--- config.mk ---
export PLATFORM = sky130hd
export DESIGN_NAME = serial_parity_framer_flat
export DESIGN_NICKNAME = d
export VERILOG_FILES = /design/src/rtl/parity_pkg.sv /design/src/rtl/serial_parity_framer_if.sv /design/src/rtl/frame_bit_counter.sv /design/src/rtl/serial_parity_framer.sv /design/src/flat_wrapper.sv
export SDC_FILE = /design/constraint.sdc
export NUM_CORES = 1
export LEC_CHECK = 0
export ABC_AREA = 1
export CAP_MARGIN = 20
export CORE_MARGIN = 5
export CORE_UTILIZATION = 59
export DETAILED_ROUTE_END_ITERATION = 10
export DONT_BUFFER_PORTS = 1
export GPL_TIMING_DRIVEN = 0
export HOLD_SLACK_MARGIN = 0.12
export PLACE_DENSITY_LB_ADDON = 0.25
export SKIP_CTS_REPAIR_TIMING = 1
export SLEW_MARGIN = 20
export SYNTH_ARGS = -nofsm -noshare
export SYNTH_HDL_FRONTEND = slang
export SYNTH_SLANG_ARGS = --single-unit
--- constraint.sdc ---
create_clock -name i_clk -period 1.1 [get_ports i_clk]
set_input_delay 0.165 -clock i_clk [delete_from_list [all_inputs] [get_ports i_clk]]
set_output_delay 0.165 -clock i_clk [all_outputs]
set_load 0.005 [all_outputs]
--- src/rtl/parity_pkg.sv ---
// Shared types and constants for the serial parity framer.
package parity_pkg;

  typedef enum logic {
    S_DATA   = 1'b0,
    S_PARITY = 1'b1
  } state_t;

  localparam logic PAR_EVEN = 1'b0;
  localparam logic PAR_ODD  = 1'b1;

endpackage

--- src/rtl/serial_parity_framer_if.sv ---
// Serial stream handshake between an upstream bit source and the framer.
interface serial_parity_framer_if;

  logic i_valid;
  logic i_x;
  logic i_odd;
  logic o_ready;
  logic o_y;
  logic o_y_valid;
  logic o_par_flag;

  // Upstream side: presents bits, observes the framed output stream.
  modport master (
    output i_valid, i_x, i_odd,
    input  o_ready, o_y, o_y_valid, o_par_flag
  );

  modport slave (
    input  i_valid, i_x, i_odd,
    output o_ready, o_y, o_y_valid, o_par_flag
  );

endinterface

--- src/rtl/frame_bit_counter.sv ---
// Modulo-DATA_BITS bit counter with enable, synchronous clear and terminal count.
module frame_bit_counter #(
  parameter int DATA_BITS = 8,
  parameter int CNT_W     = $clog2(DATA_BITS)
) (
  input  logic             i_clk,
  input  logic             i_rst_n,
  input  logic             i_clr,
  input  logic             i_en,
  output logic [CNT_W-1:0] o_cnt,
  output logic             o_tc
);

  localparam logic [CNT_W-1:0] LAST = CNT_W'(DATA_BITS - 1);

  assign o_tc = (o_cnt == LAST);

  // NOTE: sequential state uses non-blocking assignments so every register
  // samples pre-edge values, independent of process evaluation order.
  always_ff @(posedge i_clk or negedge i_rst_n) begin
    if (!i_rst_n) begin
      o_cnt <= '0;
    end else if (i_clr) begin
      o_cnt <= '0;
    end else if (i_en) begin
      o_cnt <= o_tc ? '0 : o_cnt + 1'b1;
    end
  end

endmodule

--- src/rtl/serial_parity_framer.sv ---
// Frames a serial bit stream into DATA_BITS data bits followed by one parity bit.
module serial_parity_framer
  import parity_pkg::*;
#(
  parameter int DATA_BITS = 8,
  parameter int CNT_W     = $clog2(DATA_BITS)
) (
  input  logic                   i_clk,
  input  logic                   i_rst_n,
  input  logic                   i_clr,
  serial_parity_framer_if.slave  bus,
  output logic                   o_p,
  output logic [CNT_W-1:0]       o_bit_cnt,
  output logic [7:0]             o_frames
);

  state_t     state_q, state_d;
  logic       y_q, y_d;
  logic       y_valid_q, y_valid_d;
  logic       par_flag_q, par_flag_d;
  logic       parity_q, parity_d;
  logic       mode_q, mode_d;
  logic [7:0] frames_q, frames_d;
  logic       ready;
  logic       accept;
  logic       last_bit;

  assign ready  = (state_q == S_DATA);
  assign accept = bus.i_valid && ready && !i_clr;

  frame_bit_counter #(
    .DATA_BITS (DATA_BITS),
    .CNT_W     (CNT_W)
  ) u_bit_counter (
    .i_clk   (i_clk),
    .i_rst_n (i_rst_n),
    .i_clr   (i_clr),
    .i_en    (accept),
    .o_cnt   (o_bit_cnt),
    .o_tc    (last_bit)
  );

  // NOTE: every signal written here gets a default first, so no path through
  // the block leaves a value unassigned and no latch is inferred.
  always_comb begin
    state_d    = state_q;
    y_d        = y_q;
    y_valid_d  = 1'b0;
    par_flag_d = 1'b0;
    parity_d   = parity_q;
    mode_d     = mode_q;
    frames_d   = frames_q;

    if (i_clr) begin
      // Abort drops the bit on the wire and any pending parity emission.
      state_d  = S_DATA;
      parity_d = 1'b0;
      mode_d   = PAR_EVEN;
    end else begin
      unique case (state_q)
        S_DATA: begin
          if (accept) begin
            y_d       = bus.i_x;
            y_valid_d = 1'b1;
            parity_d  = parity_q ^ bus.i_x;
            if (o_bit_cnt == '0) begin
              mode_d = bus.i_odd ? PAR_ODD : PAR_EVEN;
            end
            if (last_bit) begin
              state_d = S_PARITY;
            end
          end
        end
        S_PARITY: begin
          y_d        = parity_q ^ mode_q;
          y_valid_d  = 1'b1;
          par_flag_d = 1'b1;
          parity_d   = 1'b0;
          frames_d   = frames_q + 8'd1;
          state_d    = S_DATA;
        end
        default: state_d = S_DATA;
      endcase
    end
  end

  always_ff @(posedge i_clk or negedge i_rst_n) begin
    if (!i_rst_n) begin
      state_q    <= S_DATA;
      y_q        <= 1'b0;
      y_valid_q  <= 1'b0;
      par_flag_q <= 1'b0;
      parity_q   <= 1'b0;
      mode_q     <= PAR_EVEN;
      frames_q   <= 8'd0;
    end else begin
      state_q    <= state_d;
      y_q        <= y_d;
      y_valid_q  <= y_valid_d;
      par_flag_q <= par_flag_d;
      parity_q   <= parity_d;
      mode_q     <= mode_d;
      frames_q   <= frames_d;
    end
  end

  assign bus.o_ready    = ready;
  assign bus.o_y        = y_q;
  assign bus.o_y_valid  = y_valid_q;
  assign bus.o_par_flag = par_flag_q;
  assign o_p            = parity_q ^ mode_q;
  assign o_frames       = frames_q;

endmodule
--- src/flat_wrapper.sv ---
// flat-port wrapper written by rule: the top's interface ports become plain ports
module serial_parity_framer_flat import parity_pkg::*;
#(
  parameter int DATA_BITS = 8,
  parameter int CNT_W     = $clog2(DATA_BITS)
)
  (i_clk, i_rst_n, i_clr, o_p, o_bit_cnt, o_frames, bus_i_valid, bus_i_x, bus_i_odd, bus_o_ready, bus_o_y, bus_o_y_valid, bus_o_par_flag);
  serial_parity_framer_if bus_i ();
  input  logic i_clk;
  input  logic i_rst_n;
  input  logic i_clr;
  output logic o_p;
  output logic [CNT_W-1:0] o_bit_cnt;
  output logic [7:0] o_frames;
  input wire logic [$bits(bus_i.i_valid)-1:0] bus_i_valid;
  input wire logic [$bits(bus_i.i_x)-1:0] bus_i_x;
  input wire logic [$bits(bus_i.i_odd)-1:0] bus_i_odd;
  output wire logic [$bits(bus_i.o_ready)-1:0] bus_o_ready;
  output wire logic [$bits(bus_i.o_y)-1:0] bus_o_y;
  output wire logic [$bits(bus_i.o_y_valid)-1:0] bus_o_y_valid;
  output wire logic [$bits(bus_i.o_par_flag)-1:0] bus_o_par_flag;
  assign bus_i.i_valid = bus_i_valid;
  assign bus_i.i_x = bus_i_x;
  assign bus_i.i_odd = bus_i_odd;
  assign bus_o_ready = bus_i.o_ready;
  assign bus_o_y = bus_i.o_y;
  assign bus_o_y_valid = bus_i.o_y_valid;
  assign bus_o_par_flag = bus_i.o_par_flag;
  serial_parity_framer #(.DATA_BITS(DATA_BITS), .CNT_W(CNT_W)) u_core (.i_clk(i_clk), .i_rst_n(i_rst_n), .i_clr(i_clr), .bus(bus_i), .o_p(o_p), .o_bit_cnt(o_bit_cnt), .o_frames(o_frames));
endmodule
run_1/layer_met2.png
Scale: 10 px per um. Cells faint in the background.
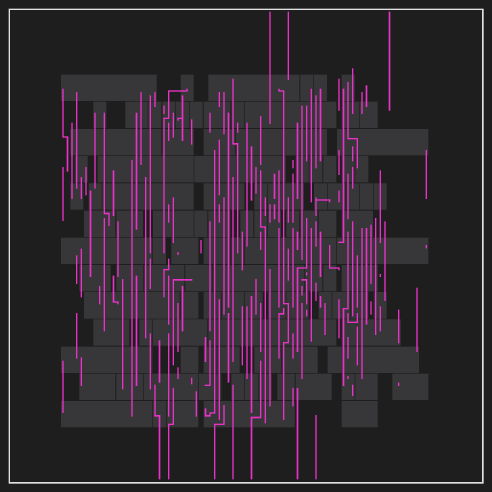
wire length on this layer: 1000 um
main direction: vertical
met2 track demand over resource: 0.276
WL final: 2070 um

run_1/layer_met3.png
Scale: 10 px per um. Cells faint in the background.
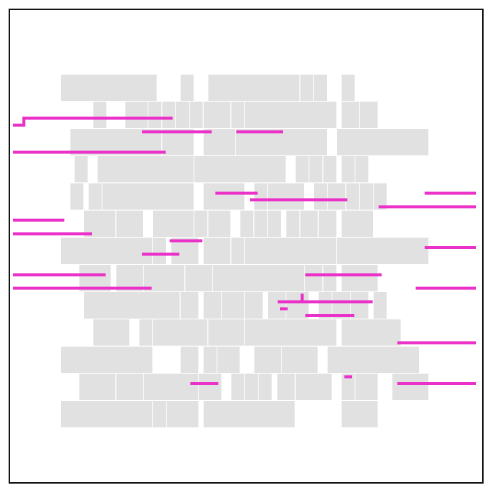
wire length on this layer: 162 um
share of all routed wire: 7.8%
nets with wire on the layer: 19
main direction: horizontal
via total after detailed routing: 691
met3 usage: 0.0651

==> flow_metrics.py, run 1 <==
# Synthesis and PnR figures
metrics = {
    "cts": {
        "clk_path_buf_depth": 2,
        "cts_tree": "built",
        "clk_latency_ns": 0.29,
        "cts_root_buf": "clkbuf_4",
        "clock-sinks": 17,
        "cts_buffers": 3,
        "clk_pin_slew_worst_paths_ns": 0.10,
    },
    "drt": {
        "ant_nets": 0,
        "routed-wl-met2_um": 1000,
        "drc": 0,
        "drt_first_iter_violations": 22,
        "drt-met1-wl_um": 825,
        "firstDrtPassIters": 4,
        "wl_per_cell_um": 16.7,
    },
    "worst_setup_path": {
        "reg2reg_from": "u_core.state_q",
        "startpoint_type": "register",
        "worst-r2r-setup-slack_ns": -0.1,
        "cp_num_buf_inv": 1,
        "crit_required_ns": 1.31,
        "crit_chain": "inv_2 > nand2_1 > nor2_2 > o21ai_1 > nor2_1",
        "path_max_fanout": 5,
        "path_depth": 5,
        "reg2regPathDepth": 5,
        "cpMaxStageDelayCell": "dfrtp_1",
        "critPathArrivalTime_ns": 1.41,
        "cp-end-kind": "register",
        "timing.critical_path.to": "u_core.mode_q",
        "critPathTopFamily": "flip-flops",
        "r2r-end": "u_core.mode_q",
    },
    "outcome": {
        "violations": "negative setup slack",
        "run_status": "finished, violations left",
    },
    "synth": {
        "netlist_area_um2": 817,
        "syn_area_per_cell_um2": 8.69,
        "ys_top_logic_family": "simple AND/OR/NAND/NOR gates",
        "ys_seq_share": 0.521,
        "synthAdderAreaFrac": 0.0613,
        "synth.distinct_cells": 17,
        "synth_top_flop_cell": "dfrtp_1",
        "yosys-stat-area_um2": 817,
        "ys_seq_elements": 17,
        "ys_warn_count": 0,
        "async_flop_share": 1.00,
        "edf_count": 0,
        "ys_top_cells_by_count": "nand2_1 (20), dfrtp_1 (17), inv_1 (15), nand3_1 (11), nor2_1 (7)",
        "topCellsByArea": "dfrtp_1 (52%), nand2_1 (9.2%), inv_1 (6.9%), nand3_1 (6.7%), ha_1 (6.1%)",
        "ys_sh_xor": 0.0429,
        "ys_sh_mux": 0,
        "simple_gate_share": 0.254,
        "compound_area_frac": 0.0429,
        "floorplan.nets": 104,
        "yosys.area.top_type": "dfrtp_1",
        "top_cell_area_share": 0.521,
        "synth_cells": 94,
    },
    "power_and_ir_drop": {
        "powerSeq_mw": 0.672,
        "vdd_drop_max_mv": 0.978,
        "clkPwrFrac": 0.300,
        "totalPowerFinal_mw": 1.14,
        "power.group.top": "registers",
        "switching_share": 0.264,
        "power.density_nw_per_um2": 1090,
        "pwr-share-seq": 0.589,
        "clk-power_mw": 0.343,
        "p_comb_mw": 0.127,
        "internal_power_mw": 0.841,
        "switchingPower_mw": 0.301,
        "power_frac_comb": 0.111,
    },
    "flow_run": {
        "drv_cap": 0,
    },
    "grt": {
        "grt_busiest_layer": "met2",
        "grt_pass1_vias": 619,
        "grt_pass1_wl_um": 2570,
        "grt_max_degree": 18,
        "grt_overflow": 0,
        "grt_antenna_before_repair": 0,
    },
    "layout": {
        "largest_reg_flops": 8,
        "nFillCells": 74,
        "final_core_util": 0.803,
        "area_growth_pct": 27.9,
        "fin_nets": 120,
        "antenna_cells": 0,
        "drive_gt1_frac": 0.330,
        "layout_top_cells": "nand2_1 (18), dfrtp_1 (14), inv_1 (11)",
        "layout.cells.non_filler": 124,
        "fin_area_um2": 1040,
        "mostFrequentLayoutCell": "nand2_1",
    },
    "die": {
        "die-width_um": 47.2,
        "fp_util": 0.628,
        "io_pins": 22,
        "num_rows": 13,
        "die_area_um2": 2230,
    },
    "sta": {
        "holdWs_ns": 0.114,
        "fin_crit_sh": 1.09,
        "rsz0062_at_grt": "true",
        "min_period_ns": 1.20,
        "fmax_mhz": 834,
        "setup_viol_count_final": 8,
        "hold_viol": 0,
        "max_slew_margin": 0.495,
        "fin_skew_ns": 0.00433,
        "finalMaxSlewViolations": 0,
        "fin_ws_ns": -0.0985,
    },
    "worst_hold_path": {
        "holdPathStages": 3,
        "min_from": "i_clr",
        "hp-class": "input pin to register",
    },
    "placed_design": {
        "gp_congestion": 0.809,
        "dpl.cell_count": 109,
        "pre_cts_slack_ns": -0.0353,
        "dp_hpwl_um": 1170,
        "io_buffers": 0,
    },
}
run_1/metal_density.png
Scale: 8 px per um. 9 x 9 tiles, from dark blue (low) to red (high), scaled to the fullest tile. Values are wire area over tile area, all layers added.
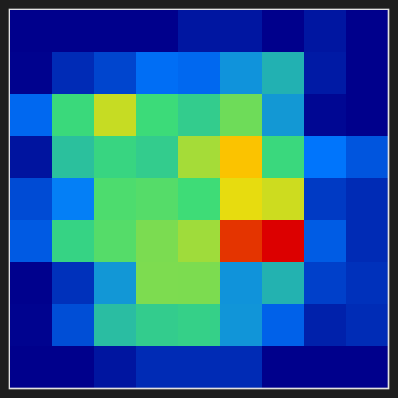
tiles over half the peak: 20%
nearly empty tiles: 21%
emptiest ninth of the die: north-east

-- run 1: final cells by class --
class / count / area [um^2] / share of cell area
sequential: 17 / 429 / 0.411
multi-input combinational: 60 / 407 / 0.389
timing repair buffer: 11 / 97.6 / 0.0934
inverter: 17 / 66.3 / 0.0635
clock buffer: 4 / 26.3 / 0.0251
tap: 15 / 18.8 / 0.0180
-- run 1: kinds of logic (layout without fill, tap and decap cells) --
group / after synthesis / after routing
buf+inv: 17 / 32
compound gates: 7 / 7
flops: 17 / 17
fa+ha+maj: 4 / 4
simple gates: 45 / 45
xor+xnor: 4 / 4
## Run 2: what changed since run 1
ABC_CLOCK_PERIOD_IN_PS = 1100   (was unset)
run_2/layer_met2.png
Scale: 10 px per um. Cells faint in the background.
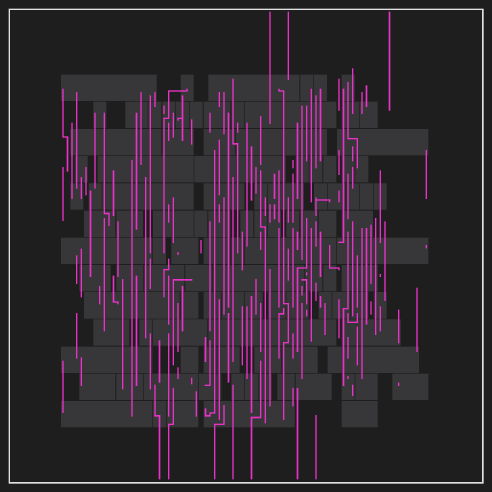
wire length on this layer: 1000 um
longest straight run: 26.2 um
main direction: vertical
nets with wire on the layer: 105

run_2/io_placement.png
Scale: 10 px per um. Pins as bars across the die edge, other pins in gray.
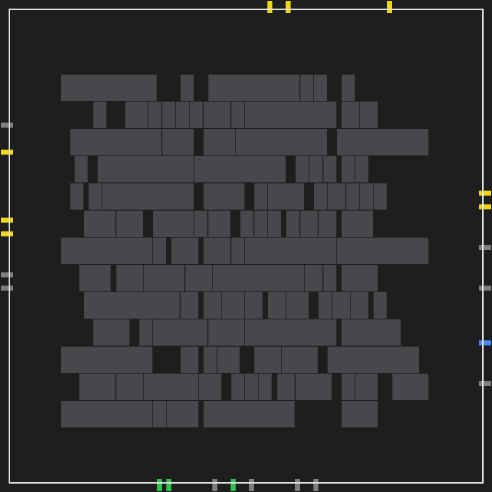
legend:
  green:
    port: `o_bit_cnt`
    pins: 3
    direction: output
    edge: south
  blue:
    port: `o_p`
    pins: 1
    direction: output
    edge: east
  yellow:
    port: `o_frames`
    pins: 8
    direction: output
    edge: 3 west, 3 north, 2 east

==> run 2 against run 1 <==
  * The run still ends with negative setup slack left
  * Synthesized cell count unchanged
  * Die area unchanged
  * Clock-buffer cell count unchanged
  * First-iteration DRC count unchanged
  * Clock power about the same
  * Worst hold slack unchanged
  * Clock skew unchanged
  * Via count unchanged
  * Area after synthesis unchanged
  * Register-to-register slack about the same
  * Combinational power about the same
  * Power unchanged
  * Critical endpoint unchanged
  * Largest cell class unchanged
==> flow_metrics.py, run 2 <==
# Synthesis and PnR figures
metrics = {
    "outcome": {
        "run_status": "finished, violations left",
        "violations": "negative setup slack",
    },
    "placed_design": {
        "pre_cts_slack_ns": -0.0353,
        "dpl.cell_count": 109,
        "io_buffers": 0,
        "gp_congestion": 0.809,
        "dp_hpwl_um": 1170,
    },
    "flow_run": {
        "drv_cap": 0,
    },
    "worst_setup_path": {
        "r2r-end": "u_core.mode_q",
        "cpMaxStageDelayCell": "dfrtp_1",
        "reg2regPathDepth": 5,
        "cp_num_buf_inv": 1,
        "reg2reg_from": "u_core.state_q",
        "path_max_fanout": 5,
        "crit_chain": "inv_2 > nand2_1 > nor2_2 > o21ai_1 > nor2_1",
        "cp-end-kind": "register",
        "crit_required_ns": 1.31,
        "critPathArrivalTime_ns": 1.41,
        "worst-r2r-setup-slack_ns": -0.1,
        "startpoint_type": "register",
    },
    "synth": {
        "ys_top_cells_by_count": "nand2_1 (20), dfrtp_1 (17), inv_1 (15), nand3_1 (11), nor2_1 (7)",
        "ys_sh_xor": 0.0429,
        "synthAdderAreaFrac": 0.0613,
        "yosys.area.top_type": "dfrtp_1",
        "ys_cells": 94,
        "synth_cells": 94,
        "syn_area_per_cell_um2": 8.69,
        "yosys-stat-area_um2": 817,
        "ys_sh_mux": 0,
        "ys_warn_count": 0,
        "synth.distinct_cells": 17,
        "floorplan.nets": 104,
        "synth_top_flop_cell": "dfrtp_1",
        "top_cell_area_share": 0.521,
        "edf_count": 0,
        "topCellsByArea": "dfrtp_1 (52%), nand2_1 (9.2%), inv_1 (6.9%), nand3_1 (6.7%), ha_1 (6.1%)",
        "compound_area_frac": 0.0429,
        "async_flop_share": 1.00,
        "simple_gate_share": 0.254,
        "ys_seq_share": 0.521,
        "ys_seq_elements": 17,
        "netlist_area_um2": 817,
        "ys_top_logic_family": "simple AND/OR/NAND/NOR gates",
    },
    "sta": {
        "fin_ws_ns": -0.0985,
        "max_slew_margin": 0.495,
        "fmax_mhz": 834,
        "setup_viol_count_final": 8,
        "holdWs_ns": 0.114,
        "min_period_ns": 1.20,
        "fin_crit_sh": 1.09,
        "finalMaxSlewViolations": 0,
        "rsz0062_at_grt": "true",
        "hold_viol": 0,
        "fin_skew_ns": 0.00433,
    },
    "layout": {
        "layout.cells.non_filler": 124,
        "mostFrequentLayoutCell": "nand2_1",
        "antenna_cells": 0,
        "layout_top_cells": "nand2_1 (18), dfrtp_1 (14), inv_1 (11)",
        "mi_logic_area_um2": 407,
        "fin_area_um2": 1040,
        "nFillCells": 74,
        "drive_gt1_frac": 0.330,
        "seqCellArea_um2": 429,
        "fin_nets": 120,
        "area_growth_pct": 27.9,
        "final_core_util": 0.803,
        "largest_reg_flops": 8,
    },
    "power_and_ir_drop": {
        "pwr-share-seq": 0.589,
        "switching_share": 0.264,
        "vdd_drop_max_mv": 0.978,
        "internal_power_mw": 0.841,
        "clkPwrFrac": 0.300,
        "clk-power_mw": 0.343,
        "switchingPower_mw": 0.301,
        "power_frac_comb": 0.111,
        "total_leakage_power_nw": 0.499,
        "power.group.top": "registers",
        "totalPowerFinal_mw": 1.14,
    },
    "drt": {
        "finalWirelength_um": 2070,
        "drc": 0,
        "vias_per_cell": 5.57,
        "ant_nets": 0,
        "drt-met1-wl_um": 825,
        "dr_total_vias": 691,
        "routed-wl-met2_um": 1000,
        "drt_first_iter_violations": 22,
        "firstDrtPassIters": 4,
    },
    "cts": {
        "clock-sinks": 17,
        "clk_latency_ns": 0.29,
        "cts_root_buf": "clkbuf_4",
        "cts_buffers": 3,
        "cts_tree": "built",
        "clk_path_buf_depth": 2,
    },
    "grt": {
        "grt_pass1_vias": 619,
        "grt_busiest_layer": "met2",
        "use_met3": 0.0651,
        "grt_max_degree": 18,
        "grt_antenna_before_repair": 0,
        "grt_overflow": 0,
        "use_met2": 0.276,
        "grt_pass1_wl_um": 2570,
        "grt_use_total": 0.165,
    },
    "die": {
        "fp_util": 0.628,
        "io_pins": 22,
        "die_y_um": 47.2,
        "die-width_um": 47.2,
        "num_rows": 13,
        "die_area_um2": 2230,
    },
    "worst_hold_path": {
        "min_from": "i_clr",
        "holdPathStages": 3,
        "hp-class": "input pin to register",
    },
}
run_2/layer_met3.png
Scale: 10 px per um. Cells faint in the background.
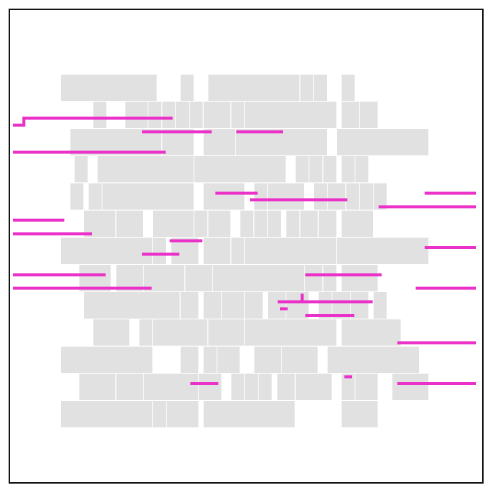
longest straight run: 14.9 um
wire length on this layer: 162 um
share of all routed wire: 7.8%
main direction: horizontal
nets with wire on the layer: 19

-- run 2: worst max-delay path by stage --
stage,startpoint,endpoint,slack [ns],depth (start not counted)
after global routing,u_core.state_q,u_core.mode_q,-0.12,5
after detailed placement,u_core.u_bit_counter.o_cnt[0],u_core.u_bit_counter.o_cnt[0],-0.04,5
after floorplan,u_core.u_bit_counter.o_cnt[0],u_core.u_bit_counter.o_cnt[2],0.02,4
after global placement,u_core.o_frames[0],u_core.o_frames[6],-0.01,4
after CTS,u_core.u_bit_counter.o_cnt[0],u_core.u_bit_counter.o_cnt[0],-0.06,5
final,u_core.state_q,u_core.mode_q,-0.1,5
-- run 2: layout make-up --
class	count	share of cell area
sequential	17	0.411
timing repair buffer	11	0.0934
multi-input combinational	60	0.389
clock buffer	4	0.0251
inverter	17	0.0635
tap	15	0.0180
Power and IR drop assume default switching activity.
